$ cat config.mk
export PLATFORM = sky130hd
export DESIGN_NAME = panel_lamp_driver
export DESIGN_NICKNAME = d
export VERILOG_FILES = /design/src/rtl/panel_pkg.sv /design/src/rtl/panel_scan_timer.sv /design/src/rtl/panel_lamp_driver.sv
export SDC_FILE = /design/constraint.sdc
export NUM_CORES = 1
export LEC_CHECK = 0
export CAP_MARGIN = 10
export CORE_MARGIN = 2
export CORE_UTILIZATION = 25
export CTS_BUF_LIST = sky130_fd_sc_hd__clkbuf_8
export DETAILED_ROUTE_END_ITERATION = 16
export GPL_TIMING_DRIVEN = 0
export SETUP_SLACK_MARGIN = 0.4
export SLEW_MARGIN = 40
export SYNTH_ARGS = -nofsm -noshare
export SYNTH_HDL_FRONTEND = slang
export SYNTH_SLANG_ARGS = --single-unit
$ cat constraint.sdc
create_clock -name hwclk -period 2.5 [get_ports hwclk]
set_clock_uncertainty 0.1 [all_clocks]
set_input_delay 0.5 -clock hwclk [delete_from_list [all_inputs] [get_ports hwclk]]
set_output_delay 0.5 -clock hwclk [all_outputs]
set_load 0.1 [all_outputs]
$ cat src/rtl/panel_pkg.sv
// Shared constants and types for the front-panel lamp matrix driver.
package panel_pkg;

  localparam int ROWS_DEF = 8;
  localparam int COLS_DEF = 8;

  // Column-index width; never narrower than one bit so a single-column panel still elaborates.
  function automatic int col_w(input int n);
    return (n > 1) ? $clog2(n) : 1;
  endfunction

  localparam int COL_W_DEF = col_w(COLS_DEF);

  typedef enum logic {
    ST_BLANK = 1'b0,
    ST_ON    = 1'b1
  } scan_state_e;

  // Active-low column enables: all ones means every column is off.
  localparam logic [31:0] COL_ALL_OFF = '1;

endpackage

$ cat src/rtl/panel_scan_timer.sv
// Column scan timebase: slot counter, column index, BLANK/ON state and frame_start.
// With LAMP_BLINK_EN it also keeps the blink frame counter and blink phase.
module panel_scan_timer
  import panel_pkg::*;
#(
  parameter int COLS         = COLS_DEF,
  parameter int SCAN_DIV     = 375,
  parameter int BLANK_CYCLES = 16,
  parameter int BLINK_FRAMES = 2048
) (
  input  logic                     hwclk,
  input  logic                     reset_n,
  output logic [col_w(COLS)-1:0]   col_nxt_o,
  output logic                     on_nxt_o,
  output logic                     wrap_o,
`ifdef LAMP_BLINK_EN
  output logic                     blink_phase_o,
`endif
  output logic                     frame_start_o
);

  localparam int CW = col_w(COLS);
  localparam int SW = (SCAN_DIV > 1) ? $clog2(SCAN_DIV) : 1;

  logic [SW-1:0] cnt_q, cnt_d;
  logic [CW-1:0] col_q, col_d;
  scan_state_e   state_q, state_d;
  logic          started_q;
  logic          fs_q;
  logic          slot_end, frame_end;

  always_comb begin
    slot_end  = (cnt_q == SW'(SCAN_DIV - 1));
    frame_end = slot_end && (col_q == CW'(COLS - 1));
    // The release edge itself counts as a frame boundary so the first frame is announced.
    wrap_o    = !started_q || frame_end;
    cnt_d     = cnt_q;
    col_d     = col_q;
    state_d   = state_q;
    if (started_q) begin
      if (slot_end) begin
        cnt_d   = '0;
        col_d   = (col_q == CW'(COLS - 1)) ? '0 : col_q + 1'b1;
        state_d = ST_BLANK;
      end else begin
        cnt_d = cnt_q + 1'b1;
        if (cnt_q == SW'(BLANK_CYCLES - 1)) state_d = ST_ON;
      end
    end
    col_nxt_o = col_d;
    on_nxt_o  = (state_d == ST_ON);
  end

  always_ff @(posedge hwclk or negedge reset_n) begin
    if (!reset_n) begin
      cnt_q     <= '0;
      col_q     <= '0;
      state_q   <= ST_BLANK;
      started_q <= 1'b0;
      fs_q      <= 1'b0;
    end else begin
      cnt_q     <= cnt_d;
      col_q     <= col_d;
      state_q   <= state_d;
      started_q <= 1'b1;
      fs_q      <= wrap_o;
    end
  end

  assign frame_start_o = fs_q;

`ifdef LAMP_BLINK_EN
  localparam int FW = (BLINK_FRAMES > 1) ? $clog2(BLINK_FRAMES) : 1;

  logic [FW-1:0] fcnt_q;
  logic          phase_q;

  always_ff @(posedge hwclk or negedge reset_n) begin
    if (!reset_n) begin
      fcnt_q  <= '0;
      phase_q <= 1'b0;
    end else if (frame_end) begin
      if (fcnt_q == FW'(BLINK_FRAMES - 1)) begin
        fcnt_q  <= '0;
        phase_q <= ~phase_q;
      end else begin
        fcnt_q <= fcnt_q + 1'b1;
      end
    end
  end

  assign blink_phase_o = phase_q;
`endif

endmodule

$ cat src/rtl/panel_lamp_driver.sv
// Double-buffered ROWS x COLS lamp matrix driver with blanked column scan.
// Optional blink mask and blink phase output are enabled by defining LAMP_BLINK_EN.
module panel_lamp_driver
  import panel_pkg::*;
#(
  parameter int ROWS         = ROWS_DEF,
  parameter int COLS         = COLS_DEF,
  parameter int SCAN_DIV     = 375,
  parameter int BLANK_CYCLES = 16,
  parameter int BLINK_FRAMES = 2048
) (
  input  logic                    hwclk,
  input  logic                    reset_n,
  input  logic                    lamp_wr_valid,
  output logic                    lamp_wr_ready,
  input  logic [col_w(COLS)-1:0]  lamp_wr_col,
  input  logic [ROWS-1:0]         lamp_wr_data,
  input  logic                    lamp_commit,
  output logic                    commit_pending,
`ifdef LAMP_BLINK_EN
  input  logic [ROWS-1:0]         blink_wr_data,
  output logic                    blink_phase,
`endif
  output logic                    frame_start,
  output logic [COLS-1:0]         col_drive_n,
  output logic [ROWS-1:0]         row_drive
);

  localparam int CW = col_w(COLS);

  logic [CW-1:0]   col_nxt;
  logic            on_nxt;
  logic            wrap;
  logic [ROWS-1:0] back_q  [COLS];
  logic [ROWS-1:0] front_q [COLS];
  logic            pending_q, pending_d;
  logic            wr_fire;
  logic [COLS-1:0] col_sel;
  logic [COLS-1:0] col_drive_n_q, col_drive_n_d;
  logic [ROWS-1:0] row_drive_q, row_drive_d;

`ifdef LAMP_BLINK_EN
  logic [ROWS-1:0] bback_q  [COLS];
  logic [ROWS-1:0] bfront_q [COLS];
  logic            phase;
  assign blink_phase = phase;
`endif

  panel_scan_timer #(
    .COLS         (COLS),
    .SCAN_DIV     (SCAN_DIV),
    .BLANK_CYCLES (BLANK_CYCLES),
    .BLINK_FRAMES (BLINK_FRAMES)
  ) u_timer (
    .hwclk         (hwclk),
    .reset_n       (reset_n),
    .col_nxt_o     (col_nxt),
    .on_nxt_o      (on_nxt),
    .wrap_o        (wrap),
`ifdef LAMP_BLINK_EN
    .blink_phase_o (phase),
`endif
    .frame_start_o (frame_start)
  );

  always_comb begin
    // Out-of-range columns still complete the handshake but touch nothing.
    wr_fire   = lamp_wr_valid && lamp_wr_ready && ({1'b0, lamp_wr_col} < (CW + 1)'(COLS));
    pending_d = pending_q;
    if (wrap && pending_q) pending_d = 1'b0;
    else if (lamp_commit)  pending_d = 1'b1;

    col_sel          = '0;
    col_sel[col_nxt] = 1'b1;
    col_drive_n_d    = COL_ALL_OFF[COLS-1:0];
    row_drive_d      = '0;
    if (on_nxt) begin
      col_drive_n_d = ~col_sel;
`ifdef LAMP_BLINK_EN
      row_drive_d   = front_q[col_nxt] & ~(bfront_q[col_nxt] & {ROWS{phase}});
`else
      row_drive_d   = front_q[col_nxt];
`endif
    end
  end

  // Back buffer is frozen while a commit is pending, so the copy sees a stable image.
  always_ff @(posedge hwclk or negedge reset_n) begin
    if (!reset_n) begin
      for (int c = 0; c < COLS; c++) begin
        back_q[c]  <= '0;
        front_q[c] <= '0;
`ifdef LAMP_BLINK_EN
        bback_q[c]  <= '0;
        bfront_q[c] <= '0;
`endif
      end
      pending_q <= 1'b0;
    end else begin
      if (wr_fire) begin
        back_q[lamp_wr_col] <= lamp_wr_data;
`ifdef LAMP_BLINK_EN
        bback_q[lamp_wr_col] <= blink_wr_data;
`endif
      end
      if (wrap && pending_q) begin
        for (int c = 0; c < COLS; c++) begin
          front_q[c] <= back_q[c];
`ifdef LAMP_BLINK_EN
          bfront_q[c] <= bback_q[c];
`endif
        end
      end
      pending_q <= pending_d;
    end
  end

  always_ff @(posedge hwclk or negedge reset_n) begin
    if (!reset_n) begin
      col_drive_n_q <= COL_ALL_OFF[COLS-1:0];
      row_drive_q   <= '0;
    end else begin
      col_drive_n_q <= col_drive_n_d;
      row_drive_q   <= row_drive_d;
    end
  end

  assign lamp_wr_ready  = !pending_q;
  assign commit_pending = pending_q;
  assign col_drive_n    = col_drive_n_q;
  assign row_drive      = row_drive_q;

endmodule

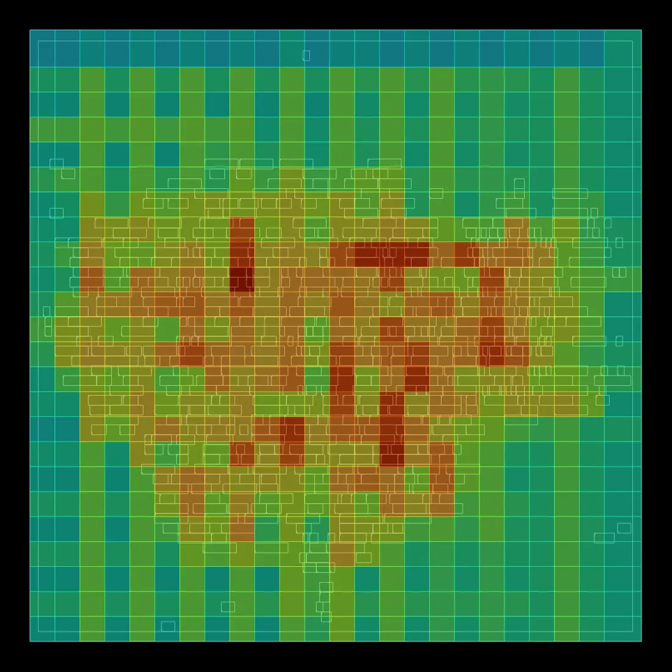
*Routing congestion, run 1*
fin util: 34.3%
wire length per cell: 18.4 um
Tot GR Track Use: 12.5%
met3 GRT Util: 4.07%

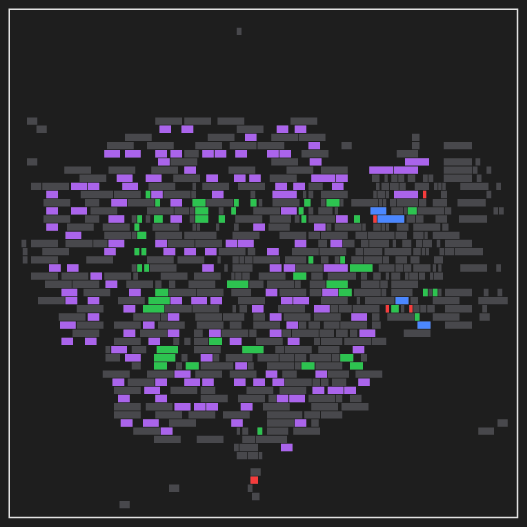
*Gate families picked out, run 1*
(3 px per um)
family	color	cells	most used
aoi and oai cells	green	47	a211oi_2
mux cells	purple	135	mux2_2
inv cells	red	5	inv_1
fa/ha/maj cells	blue	4	ha_1
most numerous logic cell after layout: dfrtp_1
Finished Layout Cells: 950
logic share of the area: 34.9%

==> flow_metrics.env, run 1 <==
# yosys + openroad results
export IMPL_status="finished clean"
export IMPL_cts_path_max_buffers=2
export IMPL_synth_edff_count=0
export IMPL_max_stage_delay_ns=0.43
export IMPL_crit_chain="ha_2, ha_4, nor3b_4, nand3_4, buf_6, nand2_8, buf_8, a211oi_2, nor4bb_4"
export IMPL_fillCellCount=2577
export IMPL_crit_family="simple AND/OR/NAND/NOR gates"
export IMPL_gp_congestion=0.762
export IMPL_ys_sh_aoi_pct=4.87
export IMPL_grt_max_degree=75
export IMPL_p_seq_share_pct=47.8
export IMPL_endpoint_kind="flip-flop"
export IMPL_worst_path_buf_inv=2
export IMPL_synth_area_um2=6800
export IMPL_top_power_group="registers"
export IMPL_swShare_pct=32.1
export IMPL_antenna_found_initial=2
export IMPL_place_ws_ns=-0.305
export IMPL_async_flop_share_pct=100
export IMPL_clk_pin_slew_ns=0.09
export IMPL_critPathKind="reg -> reg"
export IMPL_top_usage_layer="met2"
export IMPL_final_area_um2=9200
export IMPL_cts_buffers=17
export IMPL_combPwrFrac_pct=28.1
export IMPL_yosysCellCount=492
export IMPL_post_dp_cell_area_um2=7560
export IMPL_slowest_stage="dfrtp_2"
export IMPL_dieHeight_um=169
export IMPL_htree_levels=4
export IMPL_power_sequential_mw=4.06
export IMPL_numSynthFlops=160
export IMPL_power_total_mw=8.48
export IMPL_setup_tns_ns=0
export IMPL_maxCapViolCount=0
export IMPL_drcViolationCount=0
export IMPL_xor_area_share_pct=0.772
export IMPL_leakage_nw=3.99
export IMPL_synth_cell_types=46
export IMPL_slew_headroom_pct=57.7
export IMPL_warnings=30
export IMPL_netlist_area_leader_share_pct=55.9
export IMPL_synth_avg_cell_area_um2=13.8
export IMPL_ios=34
export IMPL_pwr_group_clock_mw=2.04
export IMPL_wirelength_mm=17.5
export IMPL_seq_area_um2=4020
export IMPL_core_area_um2=26800
export IMPL_p_switching_mw=2.73
export IMPL_grt_pass1_vias=4550
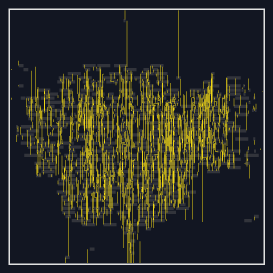
*Signal wires on met2, run 1*
(1.5 px per um)
wire length on this layer	8060 um
main direction	vertical
share of all routed wire	46%
longest straight run	53.4 um
nets with wire on the layer	567

## run 1: flip-flops by register name, indices dropped and copies added (netlist names)
signal	count
back_q	64
col_drive_n	8
commit_pending	1
front_q	64
row_drive	8
u_timer.cnt_q	9
u_timer.col_q	3
u_timer.frame_start_o	1
u_timer.started_q	1
u_timer.state_q	1
## run 1: area by class of cell
type | instances | area share, %
tap | 341 | 4.64
inverter | 5 | 0.245
clock inverter | 14 | 1.96
antenna | 2 | 0.0544
buffer | 22 | 2.87
clock buffer | 18 | 2.69
multi-input combinational | 308 | 34.9
sequential | 160 | 43.7
timing repair buffer | 80 | 8.91
## run 1: metal layers
| layer | vias to the layer above | wire [um] |
|---|---|---|
| li1 | 2000 | - |
| met1 | 2328 | 8240 |
| met2 | 80 | 8060 |
| met3 | 15 | 974 |
| met4 | 0 | 193 |
| met5 | - | 0 |
## run 1: worst paths after layout
| check | startpoint | to | slack [ns] | cells after the start |
|---|---|---|---|---|
| min | back_q[58]$_DFFE_PN0P_ | front_q[58]$_DFFE_PN0P_ | 0.38 | 1 |
| min reg2reg | back_q[58]$_DFFE_PN0P_ | front_q[58]$_DFFE_PN0P_ | 0.38 | 1 |
| max in group asynchronous | reset_n | back_q[59]$_DFFE_PN0P_ | 1.25 | 3 |
| min in group asynchronous | reset_n | front_q[60]$_DFFE_PN0P_ | 0.40 | 2 |
| max | u_timer.col_q[0]$_DFF_PN0_ | row_drive[5]$_DFF_PN0_ | 0.23 | 9 |
| max reg2reg | u_timer.col_q[0]$_DFF_PN0_ | row_drive[5]$_DFF_PN0_ | 0.23 | 9 |
### Close-up of the layout, run 1

Region (64, 98) to (104, 138) um. Cells in gray, sequential cells in the stronger gray; small squares are vias.
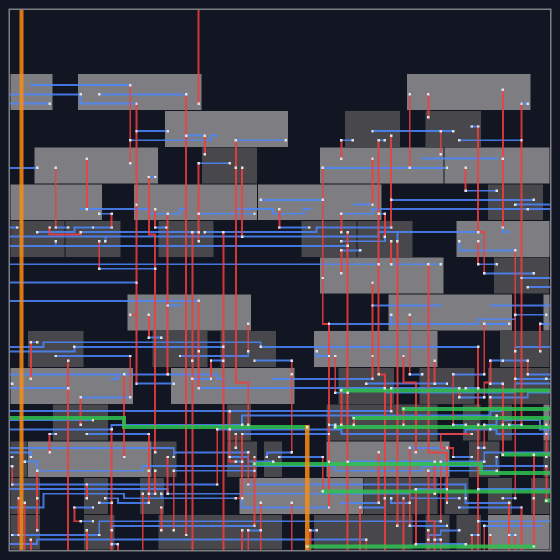

==> run 2: changes to the inputs <==
--- a/config.mk
+++ b/config.mk
@@ -12,7 +12,7 @@
 export DETAILED_ROUTE_END_ITERATION = 16
 export GPL_TIMING_DRIVEN = 0
 export SETUP_SLACK_MARGIN = 0.4
-export SLEW_MARGIN = 40
+export SLEW_MARGIN = 20
 export SYNTH_ARGS = -nofsm -noshare
 export SYNTH_HDL_FRONTEND = slang
 export SYNTH_SLANG_ARGS = --single-unit
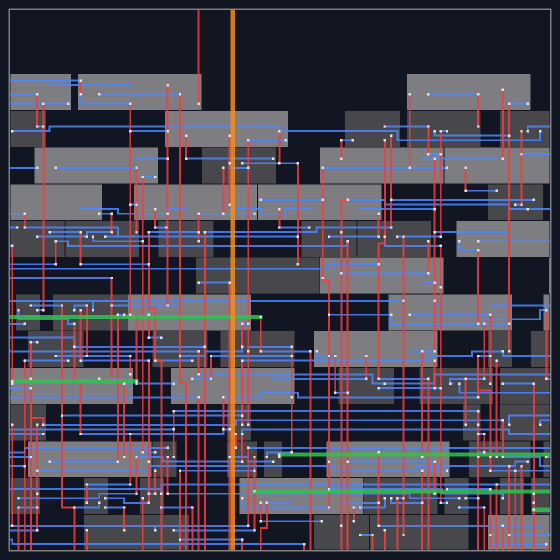
*Close-up of the layout, run 2*
Region (64, 98) to (104, 138) um. Cells in gray, sequential cells in the stronger gray; small squares are vias.
layer	color
metal 3	green
metal 1	blue
metal 2	red
metal 4	orange
sequential cells in the window	20
most frequent	dfrtp_1 (20), mux2_2 (9), mux2_4 (9)
netlist names of flops here include	front_q (10), back_q (9)
cells with their middle in the window	56

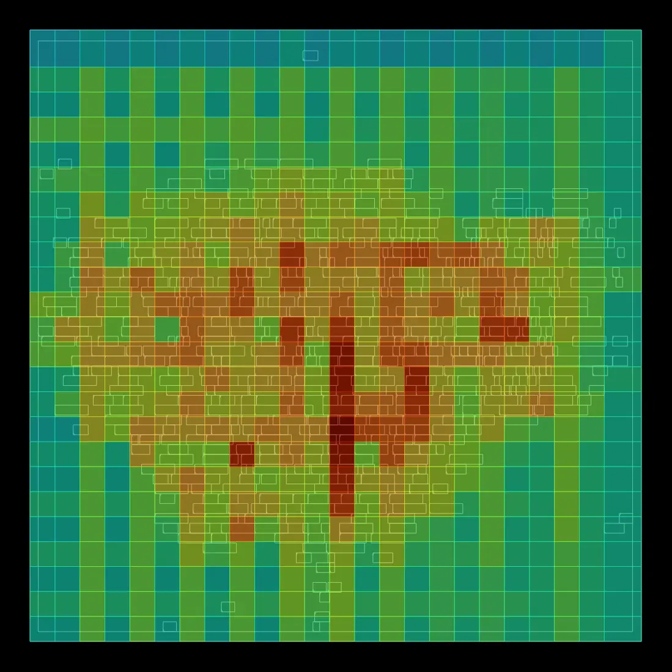
*Routing congestion, run 2*
met1 Usage GRT: 17.1%
global route hottest layer: met2
Tot GR Track Use: 12.5%
met3 GRT Util: 3.34%
wire length per cell: 18.4 um

==> flow_metrics.env, run 2 <==
# yosys + openroad results
export IMPL_drcViolationCount=0
export IMPL_holdCritStartpoint="back_q[25]$_DFFE_PN0P_"
export IMPL_clk_pin_slew_ns=0.09
export IMPL_cts_path_max_buffers=2
export IMPL_fin_util_pct=34.7
export IMPL_endpoint_kind="flip-flop"
export IMPL_p_switching_mw=2.81
export IMPL_r2r_cells=10
export IMPL_synth_area_um2=6800
export IMPL_xor_area_share_pct=0.772
export IMPL_gp_congestion=0.762
export IMPL_r2r_start="u_timer.cnt_q[0]$_DFFE_PN0P_"
export IMPL_regToRegEndpoint="row_drive[4]$_DFF_PN0_"
export IMPL_rrSetupSlack_ns=0.20
export IMPL_maxCapViolCount=0
export IMPL_layoutNonFillerInstCount=947
export IMPL_grt_pass1_vias=4490
export IMPL_max_stage_delay_ns=0.41
export IMPL_synth_edff_count=0
export IMPL_power_total_mw=8.53
export IMPL_slowest_stage="nor4bb_4"
export IMPL_ios=34
export IMPL_crit_family="simple AND/OR/NAND/NOR gates"
export IMPL_htree_levels=4
export IMPL_synth_avg_cell_area_um2=13.8
export IMPL_core_area_um2=26800
export IMPL_ys_sh_aoi_pct=4.87
export IMPL_leakage_nw=4.08
export IMPL_combPwrFrac_pct=32.1
export IMPL_setup_worst_path_end="row_drive[4]$_DFF_PN0_"
export IMPL_place_ws_ns=-0.327
export IMPL_wirelength_mm=17.4
export IMPL_slew_headroom_pct=61.3
export IMPL_crit_chain="inv_2, ha_4, and4_1, buf_6, nand3_4, buf_12, mux2i_4, buf_12, o21ai_4, nor4bb_4"
export IMPL_top_regs="back_q: 64 flops, front_q: 64 flops, u_timer.cnt_q: 9 flops"
export IMPL_post_dp_cell_area_um2=7630
export IMPL_power_sequential_mw=4.08
export IMPL_cp_depth=10
export IMPL_swShare_pct=33.0
export IMPL_top_power_group="registers"
export IMPL_status="finished clean"
export IMPL_worst_path_buf_inv=4
export IMPL_critPathKind="reg -> reg"
export IMPL_yosysCellCount=492
export IMPL_pwr_group_clock_mw=1.71
export IMPL_setup_tns_ns=0
[run 2: cells by family (layout without fill, tap and decap cells)]
logic type | count (synthesis) | after routing
buffers and inverters | 27 | 136
multiplexers | 132 | 134
adder cells (fa/ha/maj) | 4 | 4
flip-flops | 160 | 160
AND-OR/OR-AND | 49 | 49
XOR/XNOR | 6 | 6
other | 1 | 3
AND/OR/NAND/NOR | 113 | 114
[run 2: area by class of cell]
type / count / area [um^2] / area share, %
Sequential cell: 160 / 4020 / 43.2
Multi-Input combinational cell: 308 / 3360 / 36.1
Timing Repair Buffer: 77 / 880 / 9.45
Tap cell: 341 / 427 / 4.59
Buffer: 22 / 244 / 2.62
Clock buffer: 17 / 234 / 2.51
Clock inverter: 15 / 113 / 1.21
Inverter: 5 / 22.5 / 0.242
Antenna cell: 2 / 5.00 / 0.0538
[run 2: worst reg2reg max path, cell delays in order (launching register included)]
cell and delay [ns]:
dfrtp_1 0.40, inv_2 0.08, ha_4 0.12, and4_1 0.20, buf_6 0.15, nand3_4 0.13, buf_12 0.19, mux2i_4 0.19
buf_12 0.15, o21ai_4 0.07, nor4bb_4 0.41
[run 2: layer usage]
layer  global-route usage (%)  share of wire [%]  up-vias
met5                        0                  0        -
met4                     4.05               0.95        0
met3                     3.34                4.3       14
met2                     19.5                 46       66
met1                     17.1                 48     2311
li1                         -                  -     1995
[run 2: worst min path at each step]
stage                                    endpoint  slack, ns  depth (start not counted)
final                     front_q[25]$_DFFE_PN0P_       0.39                          1
after CTS                 front_q[45]$_DFFE_PN0P_       0.38                          1
after global placement    front_q[62]$_DFFE_PN0P_       0.36                          1
after global routing      front_q[42]$_DFFE_PN0P_       0.41                          1
after detailed placement  front_q[24]$_DFFE_PN0P_       0.37                          1
after floorplan             back_q[0]$_DFFE_PN0P_       0.10                          0
==> run 3: changes to the inputs <==
--- a/config.mk
+++ b/config.mk
@@ -6,7 +6,7 @@
 export NUM_CORES = 1
 export LEC_CHECK = 0
 export CAP_MARGIN = 10
-export CORE_MARGIN = 2
+export CORE_MARGIN = 3
 export CORE_UTILIZATION = 25
 export CTS_BUF_LIST = sky130_fd_sc_hd__clkbuf_8
 export DETAILED_ROUTE_END_ITERATION = 16
==> flow_metrics.env, run 3 <==
# yosys + openroad results
export IMPL_grt_max_degree=88
export IMPL_worstSetupStartpoint="u_timer.cnt_q[0]$_DFFE_PN0P_"
export IMPL_layoutNonFillerInstCount=930
export IMPL_status="finished clean"
export IMPL_holdCritStartpoint="back_q[45]$_DFFE_PN0P_"
export IMPL_met2WireLength_mm=7.47
export IMPL_drt_wirelength_per_cell_um=18.6
export IMPL_cts_buffers=17
export IMPL_ys_sh_aoi_pct=4.87
export IMPL_globalRouteMet3Util_pct=3.07
export IMPL_critPathKind="reg -> reg"
export IMPL_worst_path_buf_inv=3
export IMPL_core_area_um2=26400
export IMPL_max_stage_delay_ns=0.41
export IMPL_yosysCellCount=492
export IMPL_fin_util_pct=35.0
export IMPL_warnings=30
export IMPL_top_regs="back_q: 64 flops, front_q: 64 flops, u_timer.cnt_q: 9 flops"
export IMPL_grt_use_met2_pct=16.0
export IMPL_synth_cell_types=46
export IMPL_crit_family="simple AND/OR/NAND/NOR gates"
export IMPL_antenna_found_initial=2
export IMPL_leakage_nw=4.05
export IMPL_synth_edff_count=0
export IMPL_maxUsedRoutingLayer="met5"
export IMPL_clk_pin_slew_ns=0.09
-- run 3: area by class of cell --
type | instances | area, um^2
Buffer | 22 | 250
Clock buffer | 18 | 248
Clock inverter | 11 | 143
Fill cell | 2534 | 17200
Inverter | 5 | 22.5
Multi-Input combinational cell | 307 | 3290
Sequential cell | 160 | 4020
Tap cell | 335 | 419
Timing Repair Buffer | 72 | 857
-- run 3: worst register-to-register path: stages (launching register included) --
cell and delay [ns]:
dfrtp_1 0.41, inv_2 0.09, ha_4 0.13, and4_4 0.21, buf_8 0.13, nand3_4 0.22, mux2i_4 0.29, buf_12 0.17
a211oi_1 0.36, nor4bb_2 0.11
-- run 3: path summary, 6_finish.rpt --
check	to	slack (ns)	cells after the start
setup reg to reg	row_drive[1]$_DFF_PN0_	0.16	9
max in group asynchronous	back_q[19]$_DFFE_PN0P_	0.98	3
setup / recovery	row_drive[1]$_DFF_PN0_	0.16	9
min in group asynchronous	commit_pending$_DFFE_PN0P_	0.49	2
hold / removal	front_q[45]$_DFFE_PN0P_	0.39	1
hold reg to reg	front_q[45]$_DFFE_PN0P_	0.39	1
-- run 3: stage by stage --
| stage | setup TNS, ns | hold WS, ns | power (mW) | instance area [um^2] |
|---|---|---|---|---|
| 2_1_floorplan | 0 | 0.104 | 5.36 | 6860 |
| 3_3_place_gp | -921.02 | 0.359 | 5.90 | 7590 |
| 3_5_place_dp | -4.90 | 0.366 | 5.96 | 7620 |
| 4_1_cts | 0 | 0.382 | 8.18 | 8650 |
| 5_1_grt | 0 | 0.402 | 9.19 | 9250 |
| 6_report | 0 | 0.386 | 8.75 | 9250 |
-- run 3: where the power goes --
| part | internal (mW) | switching [mW] |
|---|---|---|
| registers | 3.51 | 0.566 |
| logic | 1.50 | 1.22 |
| clock network | 0.992 | 0.960 |
| total | 6.00 | 2.75 |
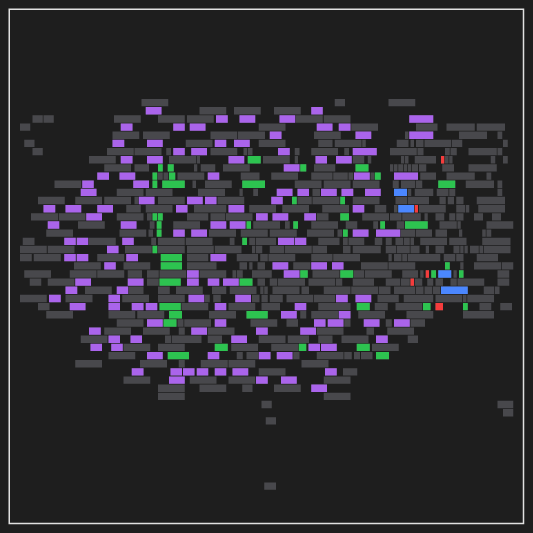
*Gate families picked out, run 3*
(3 px per um)
family	color	cells	most used
mux cells	purple	133	mux2_2
fa/ha/maj cells	blue	4	ha_1
aoi and oai cells	green	47	o21ai_0
inv cells	red	5	inv_1

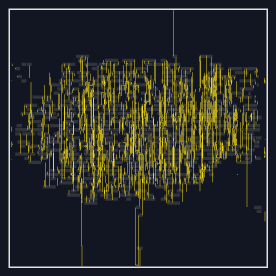
*Signal wires on met2, run 3*
(1.5 px per um)
nets with wire on the layer	556
main direction	vertical

Power and IR drop assume default switching activity.
